**src/rtl/traffic_pkg.sv**
```systemverilog
// Shared state encoding, lamp codes and lamp decode helpers for the intersection controller.
package traffic_pkg;

  typedef enum logic [2:0] {
    NS_G = 3'd0,
    NS_Y = 3'd1,
    AR_A = 3'd2,
    EW_G = 3'd3,
    EW_Y = 3'd4,
    AR_B = 3'd5,
    WALK = 3'd6
  } state_t;

  // Lamp order is {Red,Yellow,Green}
  localparam logic [2:0] RED = 3'b100;
  localparam logic [2:0] YEL = 3'b010;
  localparam logic [2:0] GRN = 3'b001;

  // Which green follows a pedestrian walk
  localparam logic DIR_NS = 1'b0;
  localparam logic DIR_EW = 1'b1;

  function automatic logic [2:0] ns_lamp(state_t s);
    case (s)
      NS_G:    return GRN;
      NS_Y:    return YEL;
      default: return RED;
    endcase
  endfunction

  function automatic logic [2:0] ew_lamp(state_t s);
    case (s)
      EW_G:    return GRN;
      EW_Y:    return YEL;
      default: return RED;
    endcase
  endfunction

endpackage

```
**src/rtl/phase_timer.sv**
```systemverilog
// 8-bit phase down-counter: loads duration-1 on state entry, stops at zero,
// and can be frozen by hold.
module phase_timer #(
  parameter logic [7:0] RST_VAL = 8'd0
) (
  input  logic       clk,
  input  logic       reset,
  input  logic       load,
  input  logic [7:0] load_val,
  input  logic       hold,
  output logic [7:0] value,
  output logic       zero
);

  // Count down toward zero; never wraps below zero
  always_ff @(posedge clk or posedge reset) begin
    if (reset)
      value <= RST_VAL;
    else if (load)
      value <= load_val;
    else if (!hold && value != 8'd0)
      value <= value - 8'd1;
  end

  assign zero = (value == 8'd0);

endmodule

```
**src/rtl/traffic_intersection_ctrl.sv**
```systemverilog
// Two-way intersection controller with pedestrian walk service and
// emergency-vehicle preemption. Moore FSM, all outputs registered.
module traffic_intersection_ctrl
  import traffic_pkg::*;
#(
  parameter int GREEN_CYC  = 20,
  parameter int YELLOW_CYC = 4,
  parameter int ALLRED_CYC = 2,
  parameter int WALK_CYC   = 10
) (
  input  logic       clk,
  input  logic       reset,
  input  logic       ped_req,
  input  logic       emerg,
  output logic [2:0] ns_light,
  output logic [2:0] ew_light,
  output logic       walk,
  output logic [2:0] phase
);

  localparam logic [7:0] G_LD = 8'(GREEN_CYC - 1);
  localparam logic [7:0] Y_LD = 8'(YELLOW_CYC - 1);
  localparam logic [7:0] A_LD = 8'(ALLRED_CYC - 1);
  localparam logic [7:0] W_LD = 8'(WALK_CYC - 1);

  state_t     state, state_nxt;
  logic       ped_pending;
  logic       next_dir;
  logic       tmr_load, tmr_hold, tmr_zero;
  logic [7:0] tmr_load_val, tmr_value;

  phase_timer #(.RST_VAL(A_LD)) u_timer (
    .clk      (clk),
    .reset    (reset),
    .load     (tmr_load),
    .load_val (tmr_load_val),
    .hold     (tmr_hold),
    .value    (tmr_value),
    .zero     (tmr_zero)
  );

  // Next-state decision and timer reload on every state change
  always_comb begin
    state_nxt    = state;
    tmr_hold     = 1'b0;
    case (state)
      NS_G: if (emerg || tmr_zero) state_nxt = NS_Y;
      NS_Y: if (tmr_zero) state_nxt = AR_A;
      EW_G: if (emerg || tmr_zero) state_nxt = EW_Y;
      EW_Y: if (tmr_zero) state_nxt = AR_B;
      AR_A, AR_B: begin
        // Emergency outranks a pending walk; clearance is held frozen at zero
        if (emerg)
          tmr_hold = (tmr_value == 8'd0);
        else if (tmr_zero)
          state_nxt = ped_pending ? WALK : ((state == AR_A) ? EW_G : NS_G);
      end
      WALK: begin
        if (emerg)
          state_nxt = (next_dir == DIR_EW) ? AR_A : AR_B;
        else if (tmr_zero)
          state_nxt = (next_dir == DIR_EW) ? EW_G : NS_G;
      end
      default: state_nxt = AR_B;
    endcase
    tmr_load = (state_nxt != state);
    case (state_nxt)
      NS_G, EW_G: tmr_load_val = G_LD;
      NS_Y, EW_Y: tmr_load_val = Y_LD;
      WALK:       tmr_load_val = W_LD;
      default:    tmr_load_val = A_LD;
    endcase
  end

  // State register with lamp outputs decoded from the next state so they are registered
  always_ff @(posedge clk or posedge reset) begin
    if (reset) begin
      state       <= AR_B;
      ns_light    <= RED;
      ew_light    <= RED;
      walk        <= 1'b0;
      phase       <= AR_B;
      ped_pending <= 1'b0;
      next_dir    <= DIR_NS;
    end else begin
      state    <= state_nxt;
      ns_light <= ns_lamp(state_nxt);
      ew_light <= ew_lamp(state_nxt);
      walk     <= (state_nxt == WALK);
      phase    <= state_nxt;
      if (state_nxt == WALK && state != WALK)
        ped_pending <= 1'b0;
      else if (ped_req)
        ped_pending <= 1'b1;
      if (state == AR_A && state_nxt == WALK)
        next_dir <= DIR_EW;
      else if (state == AR_B && state_nxt == WALK)
        next_dir <= DIR_NS;
    end
  end

endmodule

```
**config.mk**
```make
export PLATFORM = sky130hd
export DESIGN_NAME = traffic_intersection_ctrl
export DESIGN_NICKNAME = d
export VERILOG_FILES = /design/src/rtl/traffic_pkg.sv /design/src/rtl/phase_timer.sv /design/src/rtl/traffic_intersection_ctrl.sv
export SDC_FILE = /design/constraint.sdc
export NUM_CORES = 1
export LEC_CHECK = 0
export CAP_MARGIN = 15
export CORE_ASPECT_RATIO = 0.7
export CORE_UTILIZATION = 45
export DETAILED_ROUTE_END_ITERATION = 7
export PLACE_DENSITY = 0.66
export SETUP_SLACK_MARGIN = 0.5
export SLEW_MARGIN = 20
export SYNTH_ARGS = -nofsm -noshare
export SYNTH_HDL_FRONTEND = slang
export SYNTH_SLANG_ARGS = --single-unit
```
**constraint.sdc**
```tcl
create_clock -name clk -period 4.8 [get_ports clk]
set_clock_uncertainty 0.2 [all_clocks]
set_input_delay 0.96 -clock clk [delete_from_list [all_inputs] [get_ports clk]]
set_output_delay 0.96 -clock clk [all_outputs]
set_load 0.02 [all_outputs]
```
**Run 1: routing congestion**

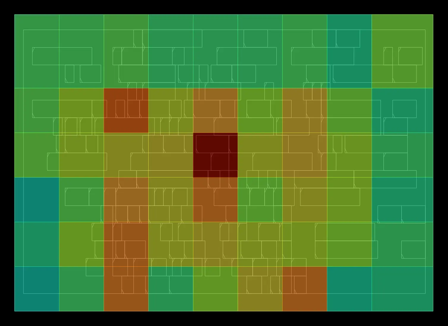
global routing usage on met3: 5.250%
global routing usage summed across all routing layers: 19.52%
Routed WL per cell: 14.37 um

**Run 1: gate-type map**

Scale: 10 px per um.
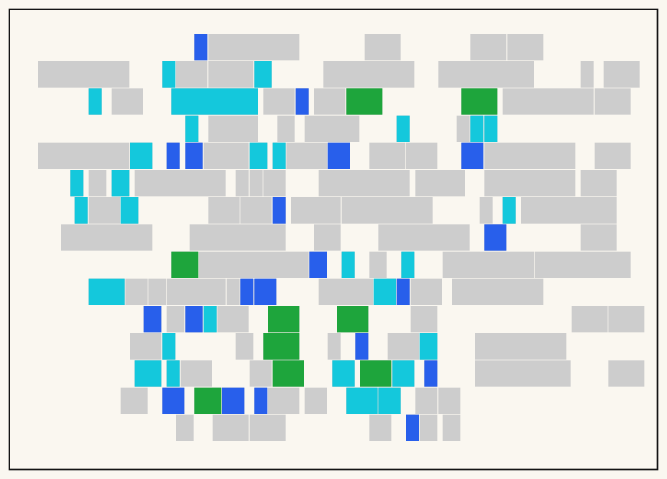
blue -> NAND gates  # cells 20
green -> AND-OR and OR-AND gates  # cells 9
cyan -> NOR gates  # cells 29

**Run 1: zoomed window**

Region (17, 0) to (47, 30) um. Cells in grey, sequential cells in the stronger grey; small squares are vias.
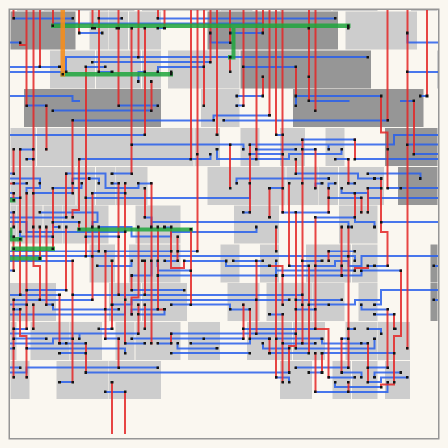
orange -> met4
blue -> met1
green -> met3
red -> met2
sequential cells in the window = 5
most frequent = nand2_1 (7), inv_1 (4), dfrtp_1 (4)
cells with their middle in the window = 63
netlist names of flops here include = u_timer.value (4), ew_light (1)

==> impl_results.html, run 1 <==
<h3>Run summary</h3>
<table>
<tr><th>Metric</th><th>Value</th></tr>
<tr><th colspan="2">Run status</th></tr>
<tr><td>Result of the run</td><td>finished, final reports clean</td></tr>
<tr><th colspan="2">Placed design</th></tr>
<tr><td>Pre-CTS WS</td><td>around 1.5 ns</td></tr>
<tr><td>Half-perimeter wire length after placement</td><td>~1.8 mm</td></tr>
<tr><td>I/O Buffers</td><td>13</td></tr>
<tr><th colspan="2">Critical path</th></tr>
<tr><td>Endpoint type of the worst setup path</td><td>flop</td></tr>
<tr><td>Worst-path fanout max</td><td>15</td></tr>
<tr><td>Sort of element at the start of the critical path</td><td>input port</td></tr>
<tr><td>Number of buffers and inverters on the critical path</td><td>1</td></tr>
<tr><td>Cells along the critical path</td><td>clkdlybuf4s50_1 -&gt; a31oi_1 -&gt; a22o_1 -&gt; a221o_1 -&gt; and3_4 -&gt; mux2_4</td></tr>
<tr><td>Crit-path slowest cell</td><td>sky130_fd_sc_hd__clkdlybuf4s50_1</td></tr>
<tr><td>Crit path max-delay family</td><td>AND-OR/OR-AND gates</td></tr>
<tr><td>Stage delay of the slowest cell on the critical path</td><td>0.78 ns</td></tr>
<tr><td>Worst reg-to-reg path cell count</td><td>8</td></tr>
<tr><td>Internal reg-to-reg setup slack</td><td>1.92 ns</td></tr>
<tr><td>Crit Path Category</td><td>input port to flop</td></tr>
<tr><td>Stages on the worst setup path</td><td>6</td></tr>
<tr><th colspan="2">Clock tree</th></tr>
<tr><td># clock sinks</td><td>20</td></tr>
<tr><td>Buffer depth of the longest clock path</td><td>2</td></tr>
<tr><td>Quantity of hold-fixing buffers added after cts</td><td>0</td></tr>
<tr><td>Post-cts gate resize count</td><td>0</td></tr>
<tr><td>CTS buffer count</td><td>3</td></tr>
<tr><td>H-Tree Depth</td><td>1</td></tr>
<tr><td>Clock tree from TritonCTS</td><td>built</td></tr>
<tr><td>Reg clk slew, reported paths</td><td>~0.07 ns</td></tr>
<tr><td>Root buffer cell</td><td>sky130_fd_sc_hd__clkbuf_8</td></tr>
<tr><td>Skew-Pair Late Insertion Delay</td><td>approximately 0.26 ns</td></tr>
<tr><th colspan="2">Logic synthesis</th></tr>
<tr><td>Largest non-sequential cell family by area</td><td>simple AND/OR/NAND/NOR gates</td></tr>
<tr><td>Flip-flops with a built-in enable</td><td>0</td></tr>
<tr><td>Top area cells in the synthesized netlist</td><td>sky130_fd_sc_hd__dfrtp_1, sky130_fd_sc_hd__dfstp_2, sky130_fd_sc_hd__nor2_1</td></tr>
<tr><td>Library cells used by synthesis</td><td>~49</td></tr>
<tr><td>Most instantiated cells after synthesis</td><td>sky130_fd_sc_hd__dfrtp_1, sky130_fd_sc_hd__nor2_1, sky130_fd_sc_hd__nand2_1</td></tr>
<tr><td>Per-instance average area after synthesis</td><td>between 9 and 10 um2</td></tr>
<tr><td>Mux share</td><td>under 10%</td></tr>
<tr><td>Adder-cell share of the synthesized area</td><td>2.022%</td></tr>
<tr><td>Area reported by Yosys stat</td><td>0.001237 mm2</td></tr>
<tr><td>Simple-Gate Area Share</td><td>24.27%</td></tr>
<tr><td>Registers, synthesis</td><td>20</td></tr>
<tr><td>Synth Cell Area</td><td>approximately 0.0012 mm2</td></tr>
<tr><td>Yosys warns</td><td>0</td></tr>
<tr><td>Number of cells produced by synthesis</td><td>around 130</td></tr>
<tr><td>Synth Net Count</td><td>roughly 140</td></tr>
<tr><td>Sequential area share after synthesis</td><td>between 40% and 50%</td></tr>
<tr><td>Library cell with the largest summed area after synthesis</td><td>sky130_fd_sc_hd__dfrtp_1</td></tr>
<tr><th colspan="2">Die</th></tr>
<tr><td>Die width</td><td>between 60 and 70 um</td></tr>
<tr><td>Number of core rows</td><td>15</td></tr>
<tr><td>Top Ports</td><td>14</td></tr>
<tr><td>Initial cell density of the core</td><td>between 40% and 50%</td></tr>
<tr><td>DIE AREA</td><td>just under 0.003 mm2</td></tr>
<tr><td>Die height</td><td>45.88 um</td></tr>
<tr><td>CORE AREA</td><td>about 0.0025 mm2</td></tr>
<tr><th colspan="2">Final timing</th></tr>
<tr><td>Part of the cycle the worst path needs</td><td>around 65%</td></tr>
<tr><td>Least-Margin Pin Slew</td><td>~0.74 ns</td></tr>
<tr><td>Minimum clock period</td><td>roughly 3.1 ns</td></tr>
<tr><td>Final worst setup slack</td><td>between 1.5 and 2 ns</td></tr>
<tr><td>Slew Limit Headroom</td><td>50.88%</td></tr>
<tr><td>Worst hold slack</td><td>0.3984 ns</td></tr>
<tr><td>Final Hold Violation Tally</td><td>0</td></tr>
<tr><td>Final setup violation count</td><td>0</td></tr>
<tr><td>Setup TNS</td><td>0 ns</td></tr>
<tr><th colspan="2">Route</th></tr>
<tr><td>Remaining DRCs</td><td>0</td></tr>
<tr><td>Aggregate routed wire length</td><td>about 2.5 mm</td></tr>
<tr><td>Final ANT Viol Nets</td><td>0</td></tr>
<tr><td>Vias post-DR</td><td>1007</td></tr>
<tr><td>Violation count after the first detailed-route iteration</td><td>around 63</td></tr>
<tr><td>Detailed-routing iteration count for the pre-antenna-repair pass</td><td>4</td></tr>
<tr><th colspan="2">Hold path</th></tr>
<tr><td>Number of cells traversed by the worst hold path</td><td>2</td></tr>
<tr><th colspan="2">Power and ir drop</th></tr>
<tr><td>Power per cell area</td><td>about 700 mW/mm2</td></tr>
<tr><td>VDD IR-drop max</td><td>0.2652 mV</td></tr>
<tr><td>Leakage power</td><td>around 0.6 nW</td></tr>
<tr><td>Tot Pwr</td><td>0.001007 W</td></tr>
<tr><th colspan="2">Global routing</th></tr>
<tr><td>Grt ovf</td><td>0</td></tr>
<tr><td>Initial antenna violation count</td><td>0</td></tr>
<tr><td>First-pass GRT wire length</td><td>~4.2 mm</td></tr>
<tr><td>Vias in the first global route</td><td>about 870</td></tr>
<tr><th colspan="2">Layout</th></tr>
<tr><td>Combinational gate area</td><td>around 660 um2</td></tr>
<tr><td>Total of fill cells in the finished design</td><td>229</td></tr>
<tr><td>Sequential standard cell area</td><td>506.7 um2</td></tr>
<tr><td>Share of layout cells above drive strength 1</td><td>13.38%</td></tr>
<tr><th colspan="2">Flow run</th></tr>
<tr><td>Max Cap Viol</td><td>0</td></tr>
</table>
==> run 1: tightest hold or removal path, delay by kind of cell (launching register included) <==
kind,cells,cell delay (ns)
and+or+nand+nor,1,0.07
DFF,1,0.40
xor gates and xnor gates,1,0.09
==> run 1: path summary, 6_finish.rpt <==
kind / startpoint / end
setup / recovery: emerg / u_timer.value[1]$_DFFE_PP0P_
hold reg to reg: u_timer.value[6]$_DFFE_PP0P_ / u_timer.value[6]$_DFFE_PP0P_
min in group asynchronous: reset / ew_light[0]$_DFF_PP0_
setup reg to reg: u_timer.value[1]$_DFFE_PP0P_ / u_timer.value[1]$_DFFE_PP0P_
max in group asynchronous: reset / u_timer.value[4]$_DFFE_PP0P_
hold / removal: u_timer.value[6]$_DFFE_PP0P_ / u_timer.value[6]$_DFFE_PP0P_
==> run 1: sequential cells by signal (all words and copies together) (netlist names) <==
register / count
state: 3
next_dir: 1
ns_light: 3
ew_light: 3
ped_pending: 1
u_timer.value: 8
walk: 1
==> run 1: cell families (layout without fill, tap and decap cells) <==
logic type,Yosys count,count (layout)
buf+inv,15,24
simple gates,55,55
mux,3,3
xor+xnor,7,7
fa+ha+maj,2,2
compound gates,31,31
flops,20,20
==> run 1: routing by layer <==
layer	up-vias	global-route usage [%]	wire (um)
met4	0	4.000	13
li1	497	-	-
met2	24	31.37	1157
met3	2	5.250	92
met1	484	26.79	1266
met5	-	0	0
==> run 1: power breakdown <==
| part | switching, W | leakage, nW | internal (W) |
|---|---|---|---|
| logic | 0.000276 | 0.311 | 0.000238 |
| registers | 0.0000854 | 0.244 | 0.000240 |
| clock network | 0.0000553 | 0.0357 | 0.000111 |
| total | 0.000417 | 0.590 | 0.000590 |
==> run 1: area by class of cell <==
cell class / instances / share of cell area [%]
clock buffers: 3 / 2.865
clock inverters: 1 / 2.083
inverters: 7 / 1.823
flip-flops and latches: 20 / 35.16
well taps: 34 / 2.951
repair buffers: 13 / 9.028
multi-input cells: 98 / 46.09
==> run 1: metrics by stage <==
stage / cell area [um2] / util [%] / instances
6_report: 1441 / 56.89 / 176
5_1_grt: 1441 / 56.89 / 176
4_1_cts: 1441 / 56.89 / 176
3_5_place_dp: 1370 / 54.07 / 172
3_3_place_gp: 1370 / 54.07 / 172
2_1_floorplan: 1237 / - / 133
==> run 1: cells in the final DEF (no fill, tap or decap), drive strengths merged, types with 3 or more instances in the layout <==
| cell type | synthesis | layout |
|---|---|---|
| dfrtp | 15 | 15 |
| clkdlybuf4s50 | 0 | 13 |
| inv | 7 | 7 |
| nand2b | 3 | 3 |
| a21oi | 6 | 6 |
| nor2 | 15 | 15 |
| o32ai | 3 | 3 |
| nor3 | 6 | 6 |
| nor2b | 3 | 3 |
| nand2 | 12 | 12 |
| nand3 | 4 | 4 |
| o21ai | 3 | 3 |
| dfstp | 5 | 5 |
| xnor2 | 5 | 5 |
| clkbuf | 4 | 3 |
**Run 1: clock wires, drivers and flops**

Scale: 6 px per um.
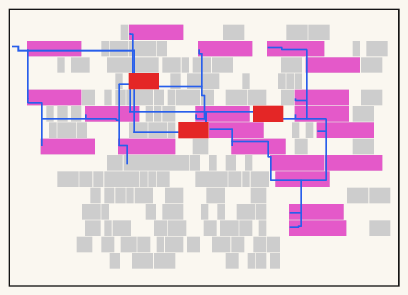

==> inputs of run 2 (changes only) <==
--- a/config.mk
+++ b/config.mk
@@ -9,7 +9,7 @@
 export CORE_ASPECT_RATIO = 0.7
 export CORE_UTILIZATION = 45
 export DETAILED_ROUTE_END_ITERATION = 7
-export PLACE_DENSITY = 0.66
+export PLACE_DENSITY = 0.69
 export SETUP_SLACK_MARGIN = 0.5
 export SLEW_MARGIN = 20
 export SYNTH_ARGS = -nofsm -noshare
==> constraint.sdc (replaced) <==
create_clock -name clk -period 2.5 [get_ports clk]
set_clock_uncertainty 0.2 [all_clocks]
set_input_delay 0.5 -clock clk [delete_from_list [all_inputs] [get_ports clk]]
set_output_delay 0.5 -clock clk [all_outputs]
set_load 0.02 [all_outputs]
**Run 2: clock wires, drivers and flops**

Scale: 6 px per um.
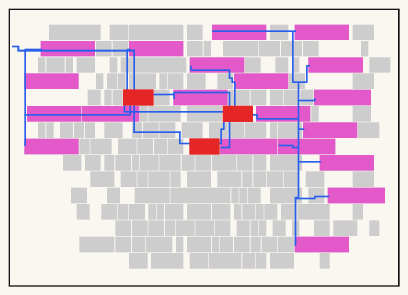
blue -> clock wires  # length 247 um
red -> cells driving clock nets  # count 3
magenta -> flip-flops  # count 20
routed clock nets = 4

**Run 2: zoomed window**

Region (17, 0) to (47, 30) um. Cells in grey, sequential cells in the stronger grey; small squares are vias.
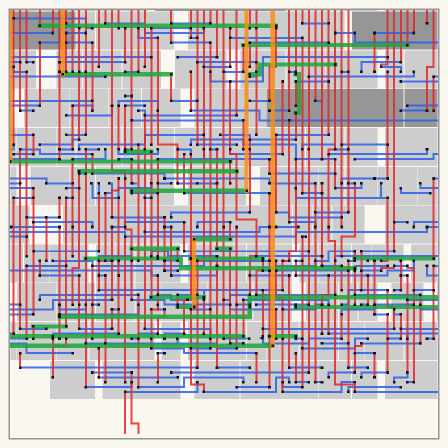
red -> met2
green -> met3
orange -> met4
blue -> met1
sequential cells in the window = 2
netlist names of flops here include = ew_light (1), state (1)
most frequent = buf_4 (16), nor2_1 (6), nand2_1 (5)
cells with their middle in the window = 89

==> run 2 against run 1 <==
The run now ends with negative setup slack left. Core utilization is 16 points higher. Global-route usage is 6.3 points higher. Critical path depth is 3 higher. Total power went up to 2.6 times the previous value. Final area is 29% higher. Cell count is 22% higher. Die area stayed put. Clock power is 92% higher. Largest power group unchanged. Sequential cell count stayed put. Synthesized cell count stayed put. Wire length is 48% higher. Non-clock buffer count is 38 higher.
==> impl_results.html, run 2 <==
<h3>Run summary</h3>
<table>
<tr><th>Metric</th><th>Value</th></tr>
<tr><th colspan="2">Layout</th></tr>
<tr><td>Register name with the most flops</td><td>u_timer.value (unchanged)</td></tr>
<tr><td>Most frequent cells in the layout</td><td>sky130_fd_sc_hd__buf_4, sky130_fd_sc_hd__dfrtp_1, sky130_fd_sc_hd__nor2_1, sky130_fd_sc_hd__nand2_1, sky130_fd_sc_hd__clkdlybuf4s50_1 (was sky130_fd_sc_hd__nor2_1, sky130_fd_sc_hd__dfrtp_1, sky130_fd_sc_hd__clkdlybuf4s50_1, sky130_fd_sc_hd__nand2_1, sky130_fd_sc_hd__inv_1)</td></tr>
<tr><td>Utilization of the core after routing</td><td>73.28% (was 56.89%)</td></tr>
<tr><td>Post-Layout Inst Area</td><td>0.001857 mm2 (was 0.001441 mm2)</td></tr>
<tr><td>Share of layout cells above drive strength 1</td><td>43.89% (was 13.38%)</td></tr>
<tr><td>Most frequent logic cell in the layout</td><td>sky130_fd_sc_hd__buf_4</td></tr>
<tr><td>Largest register FFs</td><td>8 (unchanged)</td></tr>
<tr><th colspan="2">Logic synthesis</th></tr>
<tr><td>Top area cells in the synthesized netlist</td><td>sky130_fd_sc_hd__dfrtp_1, sky130_fd_sc_hd__dfstp_2, sky130_fd_sc_hd__nor2_1 (unchanged)</td></tr>
<tr><td>Number of cells produced by synthesis</td><td>133 (unchanged)</td></tr>
<tr><td>Registers, synthesis</td><td>20 (unchanged)</td></tr>
<tr><td>Area reported by Yosys stat</td><td>0.001237 mm2 (unchanged)</td></tr>
<tr><td>Library cells used by synthesis</td><td>49 (unchanged)</td></tr>
<tr><td>Synth Net Count</td><td>139 (unchanged)</td></tr>
<tr><td>Mux share</td><td>3.236% (unchanged)</td></tr>
<tr><td>Flip-flops with a built-in enable</td><td>0 (unchanged)</td></tr>
<tr><td>Largest non-sequential cell family by area</td><td>simple AND/OR/NAND/NOR gates (unchanged)</td></tr>
<tr><td>Sequential area share after synthesis</td><td>40.95% (unchanged)</td></tr>
<tr><td>Adder-cell share of the synthesized area</td><td>2.022% (unchanged)</td></tr>
<tr><th colspan="2">Route</th></tr>
<tr><td>Aggregate routed wire length</td><td>3.744 mm (was 2.529 mm)</td></tr>
<tr><td>Routed WL per cell</td><td>17.50 um (was 14.37 um)</td></tr>
<tr><td>Final ANT Viol Nets</td><td>0 (unchanged)</td></tr>
<tr><td>Violation count after the first detailed-route iteration</td><td>112 (was 63)</td></tr>
<tr><td>Detailed-routing iteration count for the pre-antenna-repair pass</td><td>4 (unchanged)</td></tr>
<tr><td>Remaining DRCs</td><td>0 (unchanged)</td></tr>
<tr><td>Vias post-DR</td><td>1228 (was 1007)</td></tr>
<tr><th colspan="2">Flow run</th></tr>
<tr><td>Max Cap Viol</td><td>0 (unchanged)</td></tr>
<tr><th colspan="2">Die</th></tr>
<tr><td>Top Ports</td><td>14 (unchanged)</td></tr>
<tr><td>Die width</td><td>64.68 um (unchanged)</td></tr>
<tr><td>Number of core rows</td><td>15 (unchanged)</td></tr>
<tr><td>CORE AREA</td><td>0.002534 mm2 (unchanged)</td></tr>
<tr><td>DIE AREA</td><td>0.002967 mm2 (unchanged)</td></tr>
<tr><td>Initial cell density of the core</td><td>48.84% (unchanged)</td></tr>
<tr><th colspan="2">Global routing</th></tr>
<tr><td>Vias in the first global route</td><td>1152 (was 866)</td></tr>
<tr><td>Grt ovf</td><td>0 (unchanged)</td></tr>
<tr><td>Global routing usage summed across all routing layers</td><td>25.86% (was 19.52%)</td></tr>
<tr><td>First-pass GRT wire length</td><td>5.589 mm (was 4.229 mm)</td></tr>
<tr><td>Initial antenna violation count</td><td>0 (unchanged)</td></tr>
<tr><th colspan="2">Run status</th></tr>
<tr><td>Result of the run</td><td>finished with violations (was finished, final reports clean)</td></tr>
<tr><td>Violations in the final reports</td><td>negative setup slack</td></tr>
<tr><th colspan="2">Clock tree</th></tr>
<tr><td>H-Tree Depth</td><td>1 (unchanged)</td></tr>
<tr><td>CTS buffer count</td><td>3 (unchanged)</td></tr>
<tr><td>Root buffer cell</td><td>sky130_fd_sc_hd__clkbuf_8 (unchanged)</td></tr>
<tr><td>Clock tree from TritonCTS</td><td>built (unchanged)</td></tr>
<tr><td>Buffer depth of the longest clock path</td><td>2 (unchanged)</td></tr>
<tr><td>Quantity of hold-fixing buffers added after cts</td><td>0 (unchanged)</td></tr>
<tr><th colspan="2">Final timing</th></tr>
<tr><td>Least-Margin Pin Slew</td><td>0.7439 ns (was 0.7360 ns)</td></tr>
<tr><td>Part of the cycle the worst path needs</td><td>104.1%</td></tr>
<tr><td>Minimum clock period</td><td>approximately 2.6 ns</td></tr>
<tr><td>Final Hold Violation Tally</td><td>0 (unchanged)</td></tr>
<tr><td>Setup TNS</td><td>-0.2416 ns (was 0 ns)</td></tr>
<tr><td>Final setup violation count</td><td>4 (was 0)</td></tr>
<tr><td>Slew Limit Headroom</td><td>50.35% (was 50.88%)</td></tr>
<tr><td>Final worst setup slack</td><td>-0.1021 ns (was 1.701 ns)</td></tr>
<tr><th colspan="2">Power and ir drop</th></tr>
<tr><td>VDD IR-drop max</td><td>0.6166 mV (was 0.2652 mV)</td></tr>
<tr><td>Power per cell area</td><td>1385 mW/mm2 (was 698.4 mW/mm2)</td></tr>
<tr><td>Leakage power</td><td>0.8069 nW (was 0.5905 nW)</td></tr>
<tr><th colspan="2">Placed design</th></tr>
<tr><td>Half-perimeter wire length after placement</td><td>2.195 mm (was 1.807 mm)</td></tr>
<tr><td>Post-placement cell count</td><td>201 (was 172)</td></tr>
<tr><td>I/O Buffers</td><td>13 (unchanged)</td></tr>
<tr><th colspan="2">Critical path</th></tr>
<tr><td>Worst-path fanout max</td><td>7 (was 15)</td></tr>
<tr><td>Internal reg-to-reg setup slack</td><td>-0.10 ns (was 1.92 ns)</td></tr>
<tr><td>Crit Path Category</td><td>flop to flop (was input port to flop)</td></tr>
<tr><td>Endpoint type of the worst setup path</td><td>flop (unchanged)</td></tr>
</table>
==> run 2: cell counts after synthesis <==
No cell type changed its count.
==> run 2: critical path: stages (launching register included) <==
cell                      delay, ns
sky130_fd_sc_hd__dfrtp_1       0.40
sky130_fd_sc_hd__inv_2         0.08
sky130_fd_sc_hd__ha_4          0.12
sky130_fd_sc_hd__nor4b_4       0.30
sky130_fd_sc_hd__nand2_2       0.20
sky130_fd_sc_hd__buf_6         0.17
sky130_fd_sc_hd__o32ai_2       0.38
sky130_fd_sc_hd__a32oi_2       0.14
sky130_fd_sc_hd__and3_4        0.21
sky130_fd_sc_hd__mux2_4        0.29
==> run 2: stage by stage <==
stage / total power, W / hold slack (ns) / setup WS (ns)
after floorplan: 0.001425 / 0.2601 / 0.06682
after global placement: 0.001884 / 0.3853 / -0.1159
after CTS: 0.002401 / 0.4154 / -0.009829
final: 0.002571 / 0.4106 / -0.1021
after global routing: 0.002715 / 0.4555 / -0.1861
after detailed placement: 0.001909 / 0.4002 / -0.1728
==> run 2: area by class of cell <==
cell class              count  area [um2]
clock inverters             1       30.03
repair buffers             51       422.9
clock buffers               3       41.29
inverters                   7       31.28
multi-input cells          98       782.0
flip-flops and latches     20       506.7
well taps                  34       42.54
fillers                   162       676.9
==> run 2: layer usage <==
layer	up-vias	routed length (um)	GRT usage [%]
met2	55	1847	41.26
met4	0	76	13.33
li1	575	-	-
met5	-	0	0
met1	588	1539	32.77
met3	10	280	7.000
==> run 2: final timing paths <==
check | to | cells past startpoint
setup / recovery | u_timer.value[1]$_DFFE_PP0P_ | 9
hold / removal | u_timer.value[7]$_DFFE_PP0P_ | 2
setup reg to reg | u_timer.value[1]$_DFFE_PP0P_ | 9
hold reg to reg | u_timer.value[7]$_DFFE_PP0P_ | 2
max in group asynchronous | u_timer.value[5]$_DFFE_PP0P_ | 2
min in group asynchronous | ew_light[1]$_DFF_PP0_ | 2
==> run 2: where the power goes <==
group / switching (W) / internal (W) / leakage (nW)
Combinational: 0.000860 / 0.000837 / 0.527
Clock: 0.000108 / 0.000214 / 0.0357
Sequential: 0.0000928 / 0.000461 / 0.244
==> run 2: cell families (layout without fill, tap and decap cells) <==
group / after synthesis / count (layout)
compound gates: 31 / 31
xor+xnor: 7 / 7
fa+ha+maj: 2 / 2
buf+inv: 15 / 62
flops: 20 / 20
mux: 3 / 3
simple gates: 55 / 55
==> run 2: what timing repair did <==
action                                  in CTS  in global routing
pin swaps                                   12                  7
endpoints found under the hold margin        0                  0
gates resized                               30                 11
endpoints found under the setup margin      25                 21
setup buffers                                6                  3
No activity file was given, so power comes from the tool's default toggle rates.
